Routed metal, one colour a layer:
Scale: 6 px per um. Only two layers are drawn.
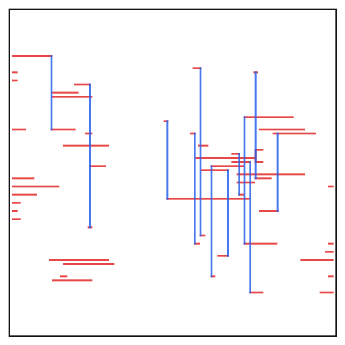
Port wiring:
Scale: 8 px per um.
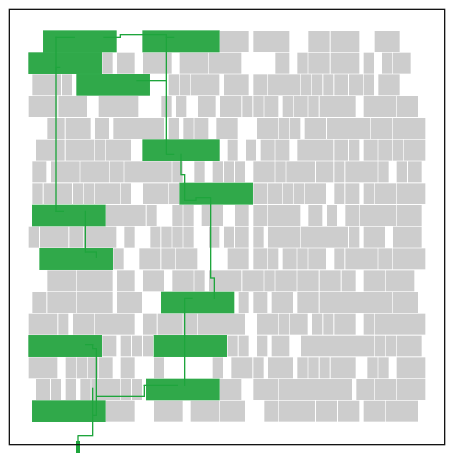
Placed standard cells:
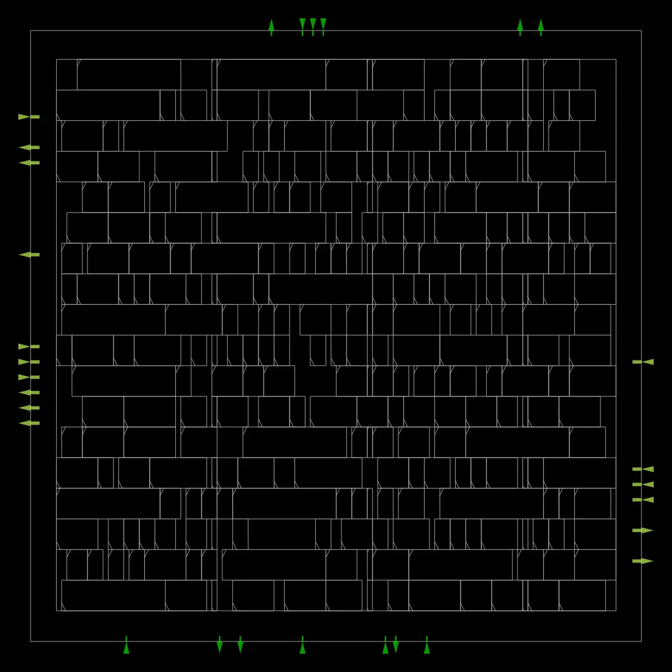
Wire density map:
Scale: 6 px per um. 11 x 11 tiles, from dark blue (low) to red (high), scaled to the fullest tile. Values are wire area over tile area, all layers added.
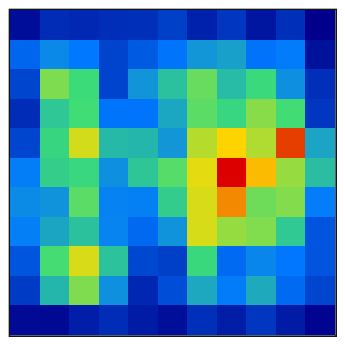
Sequential cells grouped by signal name:
Scale: 12 px per um. Other sequential cells in the stronger grey, the rest of the logic in the fainter grey.
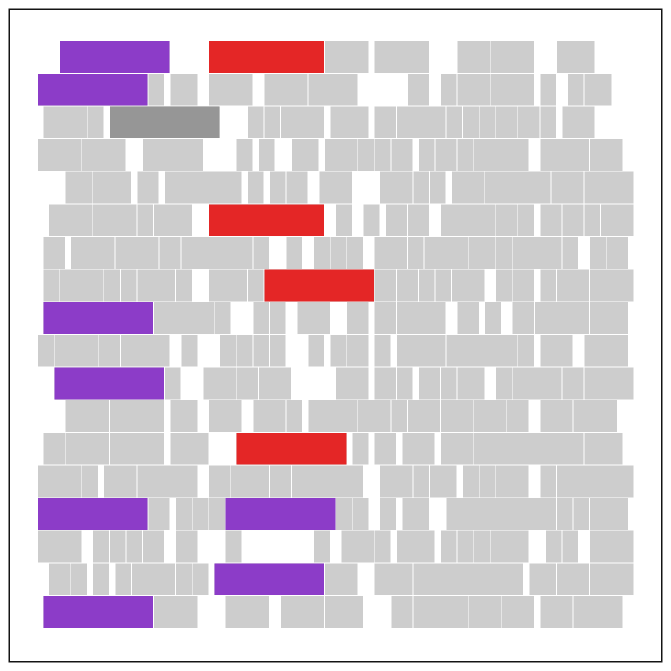
<file path="config.mk">
export PLATFORM = sky130hd
export DESIGN_NAME = flex_counter_adv
export DESIGN_NICKNAME = d
export VERILOG_FILES = /design/src/rtl/flex_counter_adv.sv
export SDC_FILE = /design/constraint.sdc
export NUM_CORES = 1
export LEC_CHECK = 0
export ABC_AREA = 1
export CAP_MARGIN = 25
export CORE_MARGIN = 2
export CORE_UTILIZATION = 52
export CTS_BUF_LIST = sky130_fd_sc_hd__clkbuf_8
export DETAILED_ROUTE_END_ITERATION = 12
export GPL_ROUTABILITY_DRIVEN = 1
export GPL_TIMING_DRIVEN = 1
export PLACE_DENSITY_LB_ADDON = 0.05
export REMOVE_ABC_BUFFERS = 1
export SYNTH_ARGS = -nofsm -noshare
export SYNTH_HDL_FRONTEND = slang
export SYNTH_SLANG_ARGS = --single-unit
</file>
<file path="constraint.sdc">
create_clock -name clk -period 1.8 [get_ports clk]
set_input_delay 0.27 -clock clk [delete_from_list [all_inputs] [get_ports clk]]
set_output_delay 0.27 -clock clk [all_outputs]
set_load 0.01 [all_outputs]
</file>
<file path="src/rtl/flex_counter_adv.sv">
// Parametrised up/down counter with sync clear, parallel load, wrap/saturate
// behaviour at the terminal count and a saturating tally of wrap events.
module flex_counter_adv #(
  parameter int NUM_CNT_BITS  = 4,
  parameter int WRAP_CNT_BITS = 8
) (
  input  logic                     clk,
  input  logic                     n_rst,
  input  logic                     clear,
  input  logic                     count_enable,
  input  logic                     count_down,
  input  logic                     sat_mode,
  input  logic                     load,
  input  logic [NUM_CNT_BITS-1:0]  load_val,
  input  logic [NUM_CNT_BITS-1:0]  rollover_val,
  output logic [NUM_CNT_BITS-1:0]  count_out,
  output logic                     rollover_flag,
  output logic                     wrap_pulse,
  output logic [WRAP_CNT_BITS-1:0] wrap_count
);

  localparam logic [NUM_CNT_BITS-1:0]  CNT_ZERO = '0;
  localparam logic [NUM_CNT_BITS-1:0]  CNT_ONE  = NUM_CNT_BITS'(1);
  localparam logic [WRAP_CNT_BITS-1:0] WRAP_MAX = '1;

  logic [NUM_CNT_BITS-1:0]  count_next;
  logic                     wrap_event;
  logic                     range_valid;
  logic [NUM_CNT_BITS-1:0]  terminal_val;
  logic [WRAP_CNT_BITS-1:0] wrap_count_next;

  assign range_valid  = (rollover_val != CNT_ZERO);
  assign terminal_val = count_down ? CNT_ONE : rollover_val;

  // Up mode wraps straight to 1 so a full-range R never passes through 0.
  always_comb begin
    count_next = count_out;
    wrap_event = 1'b0;
    if (clear) begin
      count_next = CNT_ZERO;
    end else if (load) begin
      count_next = load_val;
    end else if (count_enable && range_valid) begin
      if (!count_down) begin
        if (count_out < rollover_val) begin
          count_next = count_out + CNT_ONE;
        end else if (!sat_mode) begin
          count_next = CNT_ONE;
          wrap_event = 1'b1;
        end else begin
          count_next = rollover_val;
        end
      end else begin
        if ((count_out == CNT_ZERO) || (count_out > rollover_val)) begin
          count_next = rollover_val;
        end else if (count_out > CNT_ONE) begin
          count_next = count_out - CNT_ONE;
        end else if (!sat_mode) begin
          count_next = rollover_val;
          wrap_event = 1'b1;
        end else begin
          count_next = CNT_ONE;
        end
      end
    end
  end

  always_comb begin
    wrap_count_next = wrap_count;
    if (clear) begin
      wrap_count_next = '0;
    end else if (wrap_event && (wrap_count != WRAP_MAX)) begin
      wrap_count_next = wrap_count + WRAP_CNT_BITS'(1);
    end
  end

  always_ff @(posedge clk or negedge n_rst) begin
    if (!n_rst) begin
      count_out  <= '0;
      wrap_pulse <= 1'b0;
      wrap_count <= '0;
    end else begin
      count_out  <= count_next;
      wrap_pulse <= wrap_event;
      wrap_count <= wrap_count_next;
    end
  end

  assign rollover_flag = range_valid && (count_out == terminal_val);

endmodule

</file>
==> run summary <==
fresh numbers from the pnr run: outcome finished, violations left, violated checks setup timing, Pwr Total 1260 uW, Cell Type Count 29, Most flops, register wrap_count, hold_buf cts 0, Num CTS Buffers 3, M3 GR Usage 2.73%, Largest register FFs 8, metal3 WL between 150 and 200 um, ant diodes 0, MaxCap Viol Count 0, initial antenna violation count 0, clk pwr roughly 260 uW, Post-synth EDFFs 0, share of cells above drive strength 1 about a third, nets@finish about 290, Met2 Wirelength between 2000 and 2500 um, FMAX ~550 MHz, unrepaired setup endpoints after global routing yes, fraction of registers with async set/reset 100%, R2R setup slack -0.03 ns, Worst Skew 0.00247 ns, Comb/total area 48.1%, # rows 18, Levels on crit path 14, I/O Buffers 28, Mapped Cells just under 200, global-route met2 utilization between 50 and 60%, Top-area cell share between 20% and 30%, Setup Buffers After CTS 6, Log Warnings 29, Crit path max-delay family simple AND/OR/NAND/NOR gates, largest net degree at the start of global routing 14, Crit Path Class reg -> reg, worst endpoint data arrival time between 2 and 2.5 ns, combinational share of power between 50% and 60%, Commonest Layout Cell nand2_1, most frequent cells in the layout nand2_1 (56), buf_4 (35), clkdlybuf4s50_1 (22), nand3_1 (20), inv_1 (17), cell-by-cell trace of the critical path buf_6 -> ha_4 -> nand2_1 -> nand2_1 -> nand2_2 -> nand2_4 -> nand2_4 -> buf_6 -> buf_4 -> nand3_1 -> nand3_1 -> nand2_1 -> nand3_1 -> nand2_1, Worst Tran Pin Value between 0.6 and 0.7 ns, worst rel slew slack between 50% and 60%, Layout area overhead 60.4%, dpl cell area about 1800 um^2, Repair and plain buffers 68, die area 2940 um^2, Worst path max stage delay just over 0.4 ns, Largest regs wrap_count x8, count_out x4, wrap_pulse x1, global-route wire length before repair 6200 um, final hold vios 0, FF-to-FF Start count_out[1]$_DFFE_PN0P_, CP most frequent cell nand2_1, path depth of the worst reg2reg path 14, Tap Cells 30, met1 usage in global routing about 30%, crit path max fanout 4, CP endpoint kind flop, crit path launch count_out[1]$_DFFE_PN0P_, crit path launch type flop, Pleak 0.00107 uW, gr ovfl total 0, GRT busiest layer met2, I/O pins 29, Synth top cell by count nand2_1, routed length on met1 approximately 1700 um, vias in the first global route 1508, Top non-seq family simple AND/OR/NAND/NOR gates, multi-input gates around 160, Residual DRC 0, top cells, area dfrtp_1 (25%), nand2_1 (17%), nand3_1 (9.9%), sequential power share between 20% and 30%, Horiz. Die Dim ~54 um, Complex Gates by Area under 10%, sw frac between 30% and 40%, Signal buf overhead 28.1%, buffers and inverters on the worst path 3, worst setup margin -0.0321 ns, Comb area slightly above 1000 um^2, area share of fa/ha/maj cells after synthesis under 10%, Commonest flop dfrtp_1, internal power about 770 uW, Worst-Skew Late Latency ~0.25 ns, crit share post-route 102%, max layer used met4, xor+xnor area frac under 10%, # fillers between 100 and 150, CTS Root Cell clkbuf_8, die height roughly 54 um, vias per cell ~5.4, Yosys top cell by area dfrtp_1, CLK BUF 3, H-tree depth 1, Synthesized registers 13, DP Cell Count approximately 280, Slew Limit Fails 0, post-cts resize count 25, DRT antenna net count 0, Cell Area, Synth approximately 1300 um^2, Hold Slack 0.413 ns, power share of the clock group 20.6%, setup tns final -0.0321 ns, Syn Area/Cell 6.66 um^2, total combinational power around 670 uW, Final setup viols 1, Hold Crit Class in -> async, MUX area fraction 0%, Worst Setup Slack post-DPL -0.471 ns, Clock buf/inv share roughly 2.1%, largest buffer count on any clock path 2, top power group combinational cells, final std cell area, no fill ~2100 um^2, # Cells Yosys 197, Top class by area combinational gates, Worst setup endpoint count_out[3]$_DFFE_PN0P_
About 'routed metal, one colour a layer':
M4 -> blue  # wire length 208 um
M3 -> red  # wire length 190 um

About 'port wiring':
`n_rst` -> green  # bits 1, direction input, end cells 13, wire 127 um

About 'placed standard cells':
final core occ: 86.6%
core area: 2430 um^2
Final Non-Filler Cells: 297

About 'wire density map':
mean over tiles = 0.24
nearly empty tiles = 2.5%
fullest tile = 0.72
WL per Instance: 14.4 um
Total GRT Usage: 29.4%
drt total wl: 4280 um
total number of vias: 1608

About 'sequential cells grouped by signal name':
`wrap_count` -> purple  # flops 8
`count_out` -> red  # flops 4
not coloured = 1
Seq. cell area: 328 um^2
sequential power: 329 uW
Seq area share: 15.6%

No activity file was given, so power comes from the tool's default toggle rates.
